Figure 1. Metal 2 (run 1).
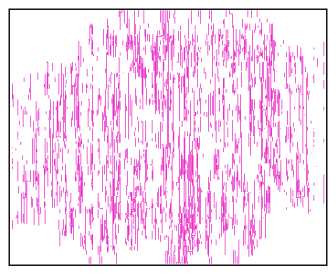
Figure 2. Met1 routing (run 1).
Cells faint in the background.
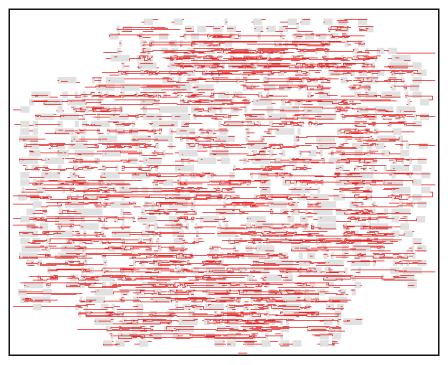
Figure 3. M4 wires (run 1).
Bar = 50 um. Cells faint in the background.
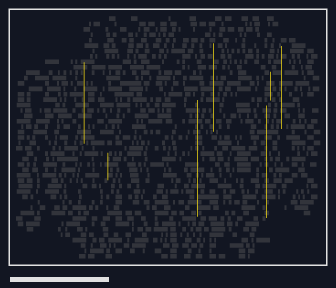
==> config.mk <==
export PLATFORM = sky130hd
export DESIGN_NAME = data_upload
export DESIGN_NICKNAME = d
export VERILOG_FILES = /design/src/rtl/upload_pkg.sv /design/src/rtl/spi_slave_byte.sv /design/src/rtl/data_upload.sv
export SDC_FILE = /design/constraint.sdc
export NUM_CORES = 1
export LEC_CHECK = 0
export CAP_MARGIN = 20
export CELL_PAD_IN_SITES_DETAIL_PLACEMENT = 1
export CELL_PAD_IN_SITES_GLOBAL_PLACEMENT = 2
export CORE_ASPECT_RATIO = 0.8
export CORE_MARGIN = 2
export CORE_UTILIZATION = 36
export CTS_BUF_LIST = sky130_fd_sc_hd__clkbuf_2
export DETAILED_ROUTE_END_ITERATION = 6
export GPL_TIMING_DRIVEN = 0
export PLACE_DENSITY = 0.88
export SLEW_MARGIN = 10
export SYNTH_ARGS = -nofsm -noshare
export SYNTH_HDL_FRONTEND = slang
export SYNTH_SLANG_ARGS = --single-unit
==> constraint.sdc <==
create_clock -name clk -period 6.6 [get_ports clk]
set_clock_uncertainty 0.1 [all_clocks]
set_input_delay 1.32 -clock clk [delete_from_list [all_inputs] [get_ports clk]]
set_output_delay 1.32 -clock clk [all_outputs]
set_load 0.02 [all_outputs]
==> PnR_summary.wiki, run 1 <==
=== Physical design figures ===
{| class="wikitable"
! Metric !! Value
|-
| Status || complete, no violations
|-
| Portion of total power attributed to the clock network || 34.9%
|-
| Kind of end point of the critical path || output port
|-
| Flip-flop count of the largest register after layout || 25
|-
| Maximum count of clock buffers along a single path || 2
|-
| Largest voltage drop on the vdd net || 125 uV
|-
| Quantity of hold-fixing buffers added after cts || 0
|-
| Storage cell area || 2500 sq um
|-
| GRT Resource Usage Total || 20.6%
|-
| Gpl congestion || 0.848
|-
| Pwr per Cell Area || 193 nW/um^2
|-
| Critical setup path kind || flop to output port
|-
| Post-CTS sizing || 0
|-
| Cells along the critical path || ha_1, clkbuf_1, a2111o_1, a31oi_1, o21ai_0, a21oi_1, o41ai_1, a2111oi_0, clkdlybuf4s50_1
|-
| DP Wirelength || 16100 um
|-
| Xor and xnor area share after synthesis || 7.20%
|-
| Leakage power summed over all cells || 3.03 nW
|-
| Register fraction of the total cell area || 29.7%
|-
| Count of inverters not on the clock network in the layout || 20
|-
| Multi-input gate area in the final layout || 4170 sq um
|-
| Fp util || 36.6%
|-
| Post-synth top flop || sky130_fd_sc_hd__dfxtp_1
|-
| Average instance area after synthesis || 8.09 sq um
|-
| Arrival @ worst endpoint || 4320 ps
|-
| Number of gates on the worst path with buffers counted || 9
|-
| Final antenna diode count || 0
|-
| Reg-to-reg setup timing slack || 4080 ps
|-
| Max-capacitance violation count || 0
|-
| Antenna violations before repair || 0
|-
| Latest clock arrival within the worst-skew pair || 730 ps
|-
| FFs w/ async S/R, synth || 0%
|-
| Clock buffers || 18
|-
| Number of nets still failing antenna checks after routing || 0
|-
| Post-synthesis cell type count || 61
|-
| Met3 Track Usage GR || 4.24%
|-
| Remaining max-slew budget at the tightest pin || 30.4%
|-
| Per-cell via count in the routed design || 5.26
|-
| Post-synthesis share of cell area spent on full adders, half adders and majority gates || 6.43%
|-
| Pre-CTS setup slack || 1700 ps
|-
| Largest family of logic cells by area || simple AND/OR/NAND/NOR gates
|-
| Yosys cell count || 857
|-
| Number of register bits inferred by synthesis || 125
|-
| Count of mapped cells out of synthesis || 857
|}
Back to the opening pictures, Figure 1:
share of all routed wire	43%
wire length on this layer	8830 um
main direction	vertical
nets with wire on the layer	899
overall via count from detail_route: 6509
met2 layer usage reported by global route: 31.4%

Back to the opening pictures, Figure 2:
main direction	horizontal
wire length on this layer	10600 um
total length of routed wires: 20700 um
met1 track utilization from global routing: 29.4%

Back to the opening pictures, Figure 3:
longest straight run	58.5 um
main direction	vertical
wire length on this layer	269 um
share of all routed wire	1.3%
nets with wire on the layer	5

Figure 4. The metal 3 layer (run 1).
Cells faint in the background.
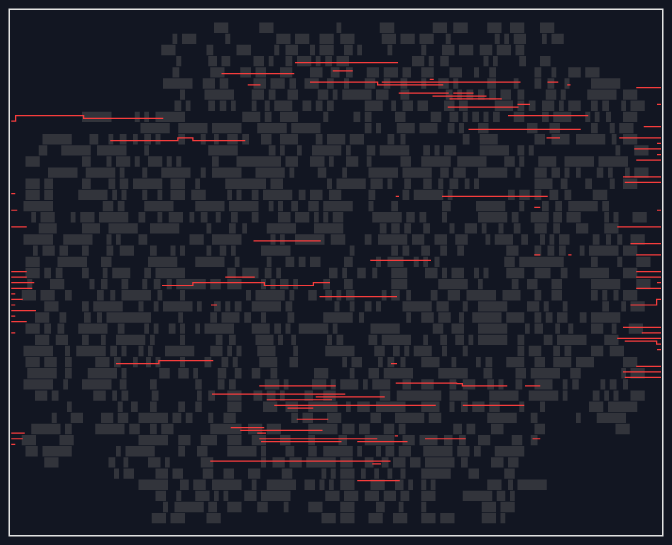

--- run 2 (diff from run 1) ---
CORE_UTILIZATION = 31   (was 36)
PLACE_DENSITY = 0.8   (was 0.88)
clock period = 4.62 ns   (was 6.6 ns; I/O delays follow)
Figure 5. The metal 3 layer (run 2).
Cells faint in the background.
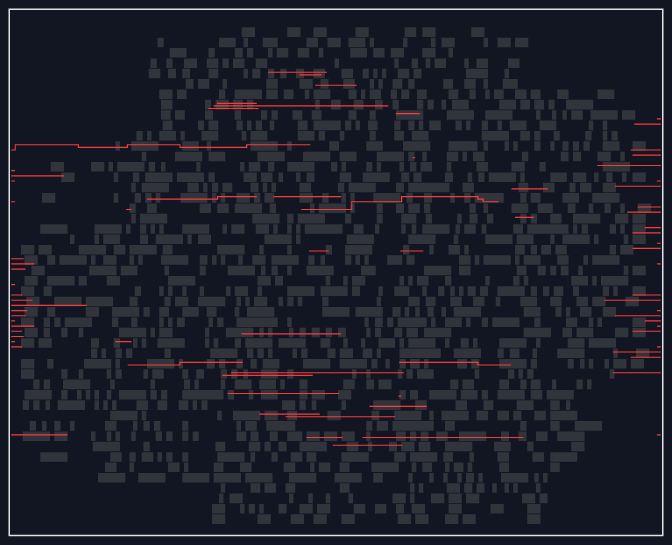
share of all routed wire	4.2%
nets with wire on the layer	67
total length of routed wires: 21400 um
met3 Track Usage GR: 3.65%
overall via count from detail_route: 6479

==> run 2 against run 1 <==
Effect of this change:
- first-iteration DRC count is 5.6% lower
- largest power group unchanged
- critical path type unchanged
- worst setup slack worse by 610 ps
- critical path depth stayed put
- sequential power is 43% higher
- sequential share of layout area is 0.47 points lower
- global-route usage is 2.0 points lower
- area after synthesis stayed put
- die size is 16% higher
- power is 48% higher
- clock power is 57% higher
- clock-buffer cell count is 1 higher
- combinational power is 42% higher
==> PnR_summary.wiki, run 2 <==
=== Physical design figures ===
{| class="wikitable"
! Metric !! Value
|-
| Portion of total power attributed to the clock network || 37.1% (+2.2 points)
|-
| Met2 layer usage reported by global route || 26.8% (-4.6 points)
|-
| Cells along the critical path || ha_1, fa_1, a21oi_2, o211ai_1, nand3_2, a21oi_4, nor2_1, xnor2_1, clkdlybuf4s50_1
|-
| Fraction of power spent switching nets || 27.8%
|-
| Largest voltage drop on the vdd net || 102 uV (-19%)
|-
| Number of register bits inferred by synthesis || 125 (unchanged)
|-
| Number of clock buffers inserted by TritonCTS || 17
|-
| Average instance area after synthesis || 8.09 sq um (unchanged)
|-
| Multi-input gate area in the final layout || 4220 sq um (+1.0%)
|-
| Storage cell area || 2510 sq um (+0.15%)
|-
| Fp util || 31.9% (-4.8 points)
|-
| Maximum count of clock buffers along a single path || 2 (unchanged)
|-
| Count of mapped cells out of synthesis || 857 (unchanged)
|-
| Met1 track utilization from global routing || 28.8% (-0.63 points)
|-
| Reg-to-reg setup timing slack || 2060 ps (-2020 ps)
|-
| Remaining max-slew budget at the tightest pin || 33.1% (+2.8 points)
|-
| Arrival @ worst endpoint || 3350 ps (-970 ps)
|-
| Post-synth top flop || sky130_fd_sc_hd__dfxtp_1
|-
| Latest clock arrival within the worst-skew pair || 720 ps (about the same)
|-
| Number of gates on the worst path with buffers counted || 9 (unchanged)
|-
| Critical setup path kind || flop to output port
|-
| Yosys cell count || 857 (unchanged)
|-
| Pwr per Cell Area || 280 nW/um^2 (+45%)
|-
| Number of pins with negative max-slew slack in the final report || 0
|-
| Largest family of logic cells by area || simple AND/OR/NAND/NOR gates
|-
| Count of inverters not on the clock network in the layout || 20 (unchanged)
|-
| Antenna violations before repair || 0 (unchanged)
|-
| Num Clock Sinks || 125
|-
| Pre-CTS setup slack || 62.4 ps (-1630 ps)
|-
| Clock edge transition at the registers on the reported setup and hold paths || 200 ps
|-
| Most Used Layer, Global Route || met1
|-
| DP Wirelength || 16300 um (+1.7%)
|-
| Final worst slack || 247 ps
|-
| Per-cell via count in the routed design || 5.07 (-3.7%)
|-
| Register fraction of the total cell area || 29.2% (-0.47 points)
|-
| Post-synthesis cell type count || 61 (unchanged)
|-
| # nets final || 1065
|-
| Post-CTS sizing || 22 (+22)
|-
| Max-capacitance violation count || 0 (unchanged)
|-
| Number of nets still failing antenna checks after routing || 0 (unchanged)
|-
| Biggest fanout along the worst timing path || 7
|-
| Kind of end point of the critical path || output port
|-
| Sequential share of power || 48.8%
|-
| Min-delay worst type || flop to flop
|-
| Flip-flop count of the largest register after layout || 25 (unchanged)
|-
| Simple-gate share of the synthesized area || 26.2%
|-
| Post-synthesis share of cell area spent on full adders, half adders and majority gates || 6.43% (unchanged)
|-
| Status || complete, no violations
|-
| Xor and xnor area share after synthesis || 7.20% (unchanged)
|-
| FFs w/ async S/R, synth || 0% (unchanged)
|-
| Leakage power summed over all cells || 3.18 nW (+5.2%)
|-
| Final antenna diode count || 0 (unchanged)
|-
| Quantity of hold-fixing buffers added after cts || 0 (unchanged)
|}
Power is estimated from default activity; no workload was simulated.
